<file path="src/rtl/fetch_queue.sv">
`default_nettype none
// ============================================================================
// fetch_queue : instruction prefetch queue owning the fetch PC and ROM address
// Revision    : 1.0
// ============================================================================
module fetch_queue #(
    parameter int DEPTH   = 4,
    parameter int PC_W    = 8,
    parameter int INSTR_W = 32
) (
    input  logic                       clk,
    input  logic                       rst,
    input  logic                       redirect,
    input  logic [PC_W-1:0]            redirect_pc,
    output logic [PC_W-1:0]            rom_addr,
    input  logic [INSTR_W-1:0]         rom_instr,
    input  logic                       deq_ready,
    output logic                       deq_valid,
    output logic [PC_W-1:0]            deq_pc,
    output logic [INSTR_W-1:0]         deq_instr,
    output logic [$clog2(DEPTH):0]     count
);

    localparam int AW = $clog2(DEPTH);
    localparam int CW = AW + 1;
    localparam logic [CW-1:0] C_DEPTH = CW'(DEPTH);

    logic [PC_W-1:0]    fetch_pc_q, fetch_pc_d;
    logic [AW-1:0]      wr_ptr_q,   wr_ptr_d;
    logic [AW-1:0]      rd_ptr_q,   rd_ptr_d;
    logic [CW-1:0]      count_q,    count_d;
    logic [PC_W-1:0]    entry_pc_q    [DEPTH];
    logic [INSTR_W-1:0] entry_instr_q [DEPTH];

    logic deq;
    logic enq;

    always_comb begin
        deq        = (count_q != '0) & deq_ready;
        // A full queue still accepts a fetch when its head leaves this cycle.
        enq        = !redirect & ((count_q < C_DEPTH) | deq);
        fetch_pc_d = fetch_pc_q;
        wr_ptr_d   = wr_ptr_q;
        rd_ptr_d   = rd_ptr_q;
        count_d    = count_q;
        if (redirect) begin
            fetch_pc_d = redirect_pc;
            wr_ptr_d   = '0;
            rd_ptr_d   = '0;
            count_d    = '0;
        end else begin
            if (enq) begin
                wr_ptr_d   = wr_ptr_q + AW'(1);
                fetch_pc_d = fetch_pc_q + PC_W'(1);
            end
            if (deq) begin
                rd_ptr_d = rd_ptr_q + AW'(1);
            end
            count_d = count_q + {{AW{1'b0}}, enq} - {{AW{1'b0}}, deq};
        end
    end

    always_ff @(posedge clk or negedge rst) begin
        if (!rst) begin
            fetch_pc_q <= '0;
            wr_ptr_q   <= '0;
            rd_ptr_q   <= '0;
            count_q    <= '0;
        end else begin
            fetch_pc_q <= fetch_pc_d;
            wr_ptr_q   <= wr_ptr_d;
            rd_ptr_q   <= rd_ptr_d;
            count_q    <= count_d;
        end
    end

    // Entries are cleared on reset so the head outputs read as zero.
    always_ff @(posedge clk or negedge rst) begin
        if (!rst) begin
            for (int i = 0; i < DEPTH; i++) begin
                entry_pc_q[i]    <= '0;
                entry_instr_q[i] <= '0;
            end
        end else if (enq) begin
            entry_pc_q[wr_ptr_q]    <= fetch_pc_q;
            entry_instr_q[wr_ptr_q] <= rom_instr;
        end
    end

    assign rom_addr  = fetch_pc_q;
    assign deq_valid = (count_q != '0);
    assign deq_pc    = entry_pc_q[rd_ptr_q];
    assign deq_instr = entry_instr_q[rd_ptr_q];
    assign count     = count_q;

endmodule
`default_nettype wire

</file>
<file path="config.mk">
export PLATFORM = sky130hd
export DESIGN_NAME = fetch_queue
export DESIGN_NICKNAME = d
export VERILOG_FILES = /design/src/rtl/fetch_queue.sv
export SDC_FILE = /design/constraint.sdc
export NUM_CORES = 1
export LEC_CHECK = 0
export ABC_AREA = 0
export CORE_MARGIN = 4
export CORE_UTILIZATION = 59
export CTS_BUF_LIST = sky130_fd_sc_hd__clkbuf_4 sky130_fd_sc_hd__clkbuf_8
export CTS_CLUSTER_SIZE = 8
export DETAILED_ROUTE_END_ITERATION = 7
export PLACE_DENSITY_LB_ADDON = 0.15
export SLEW_MARGIN = 25
export SYNTH_ARGS = -nofsm -noshare
export SYNTH_HDL_FRONTEND = slang
export SYNTH_SLANG_ARGS = --single-unit
</file>
<file path="constraint.sdc">
create_clock -name clk -period 3 [get_ports clk]
set_clock_uncertainty 0.05 [all_clocks]
set_input_delay 0.6 -clock clk [delete_from_list [all_inputs] [get_ports clk]]
set_output_delay 0.6 -clock clk [all_outputs]
set_load 0.005 [all_outputs]
</file>
port_trees.png
Scale: 4 px per um.
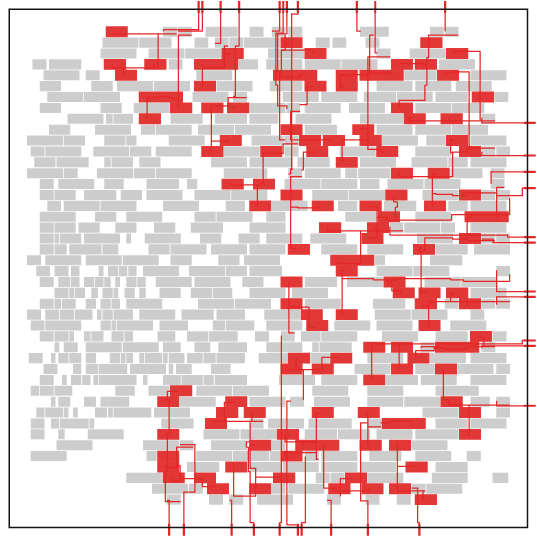
Key: rom_instr = red [direction input, edge 11 east, 11 north, 10 south, end cells 128, wire 1700 um]

ff_map.png
Scale: 4 px per um. Other sequential cells in the stronger gray, the rest of the logic in the fainter gray.
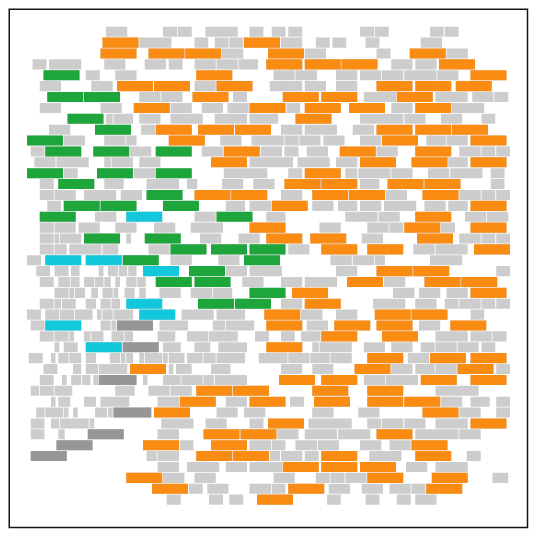
Key: entry_instr_q = orange [placed flops 128]; entry_pc_q = green [placed flops 32]; rom_addr = cyan [placed flops 8, where west]
Another 7 sequential cells are not colored.

layers.png
Scale: 3 px per um. Two of the layers only.
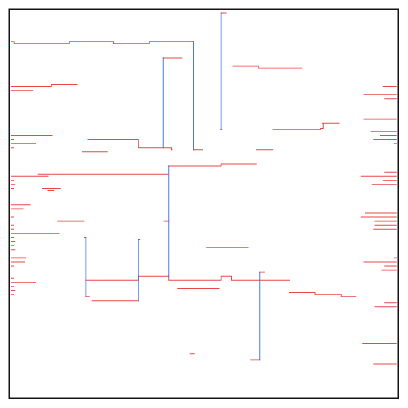
Key: M3 = red [wire length 701 um]; M4 = blue [wire length 211 um]

==> results.yml <==
# flow metrics
drt:
  drc: 0
  drt-total-wl_um: 16800
  viasPerCell: 5.78
  wl_met3_um: 700
  wl_met2_um: 7990
  num_vias: 4519
logic_synthesis:
  synth.logic.top_family: "multiplexers"
  yosysWarningCount: 0
  yosysTopAreaCell: "dfrtp_1"
  topCellsByArea: "dfrtp_1 (51%), mux2_4 (28%), mux4_2 (10%)"
  yosys.area_share.xor_xnor_pct: 0.505
  synthMuxAreaShare_pct: 38.2
  netlist_area_um2: 8670
power_and_ir_drop:
  vdd_drop_max_v: 0.000504
critical_path:
  path_cells: "buf_12 > mux4_2 > clkdlybuf4s50_1"
  critical_path.endpoint: "deq_pc[6]"
  worstReg2RegStart: "count[1]"
  critPathLaunchType: "register"
global_routing:
  antenna_found_initial: 0
  grt_usage_pct: 21.7
  grt.overflow.total: 0
final_layout:
  drive_gt1_share_pct: 43.3
  fin_util_pct: 70.2
  mostFrequentLayoutCells: "dfrtp_1 (173), mux2_4 (160), clkdlybuf4s50_1 (94)"
  areaGrowthSynthToFinish_pct: 17.3
  finish.instance_area_um2: 10200
clock_network:
  ctsResizeCount: 1
  root_buffer: "clkbuf_8"
  cts_sinks: 175
floorplan:
  die_y_um: 129
  die-area_um2: 16700
placed_design:
  placed_cells: 750
final_timing:
  setup_tns_ns: 0
  finalCriticalPeriod_ns: 2.87
  hold_viol: 0
flow_run:
  maxCapViolations: 0
status:
  status: "completed"
placed.png
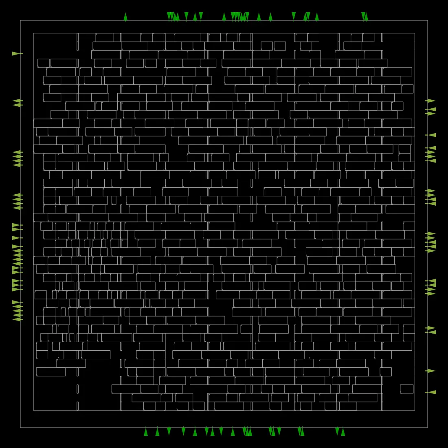
Tap Count: 184
Core ar.: 14500 um2
Rows: 44
FFs & Latches: 175
Finished Layout Cells: 782

route_heat.png
Scale: 3 px per um. 26 x 26 tiles, from dark blue (low) to red (high), scaled to the fullest tile. Values are wire area over tile area, all layers added.
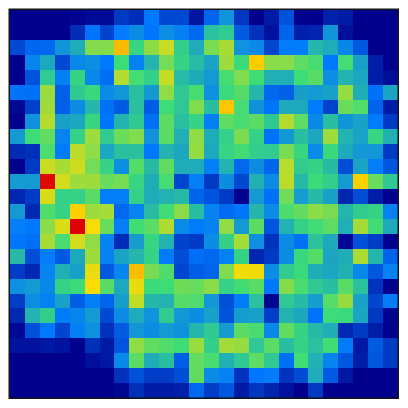
The mean over all tiles is 0.16. 9.6% of the tiles are nearly empty. 22% of the tiles are over half the peak. The fullest tile reaches 0.47.

power breakdown:
group | internal [W] | total (W) | switching [W]
clock network | 0.00110 | 0.00196 | 0.000857
registers | 0.00349 | 0.00421 | 0.000722
logic | 0.00332 | 0.00469 | 0.00137
total | 0.00790 | 0.0109 | 0.00295
registers in the layout, indices dropped and copies added (netlist names):
register       flops
wr_ptr_q           2
entry_instr_q    128
rom_addr           8
entry_pc_q        32
rd_ptr_q           2
count              3
cell type report:
class | count | area (um2) | area share [%]
clock inverter | 14 | 236 | 2.33
multi-input combinational | 270 | 3810 | 37.5
timing repair buffer | 115 | 1230 | 12.1
clock buffer | 18 | 248 | 2.44
tap | 184 | 230 | 2.26
sequential | 175 | 4380 | 43.1
inverter | 6 | 22.5 | 0.222
Power is estimated from default activity; no workload was simulated.
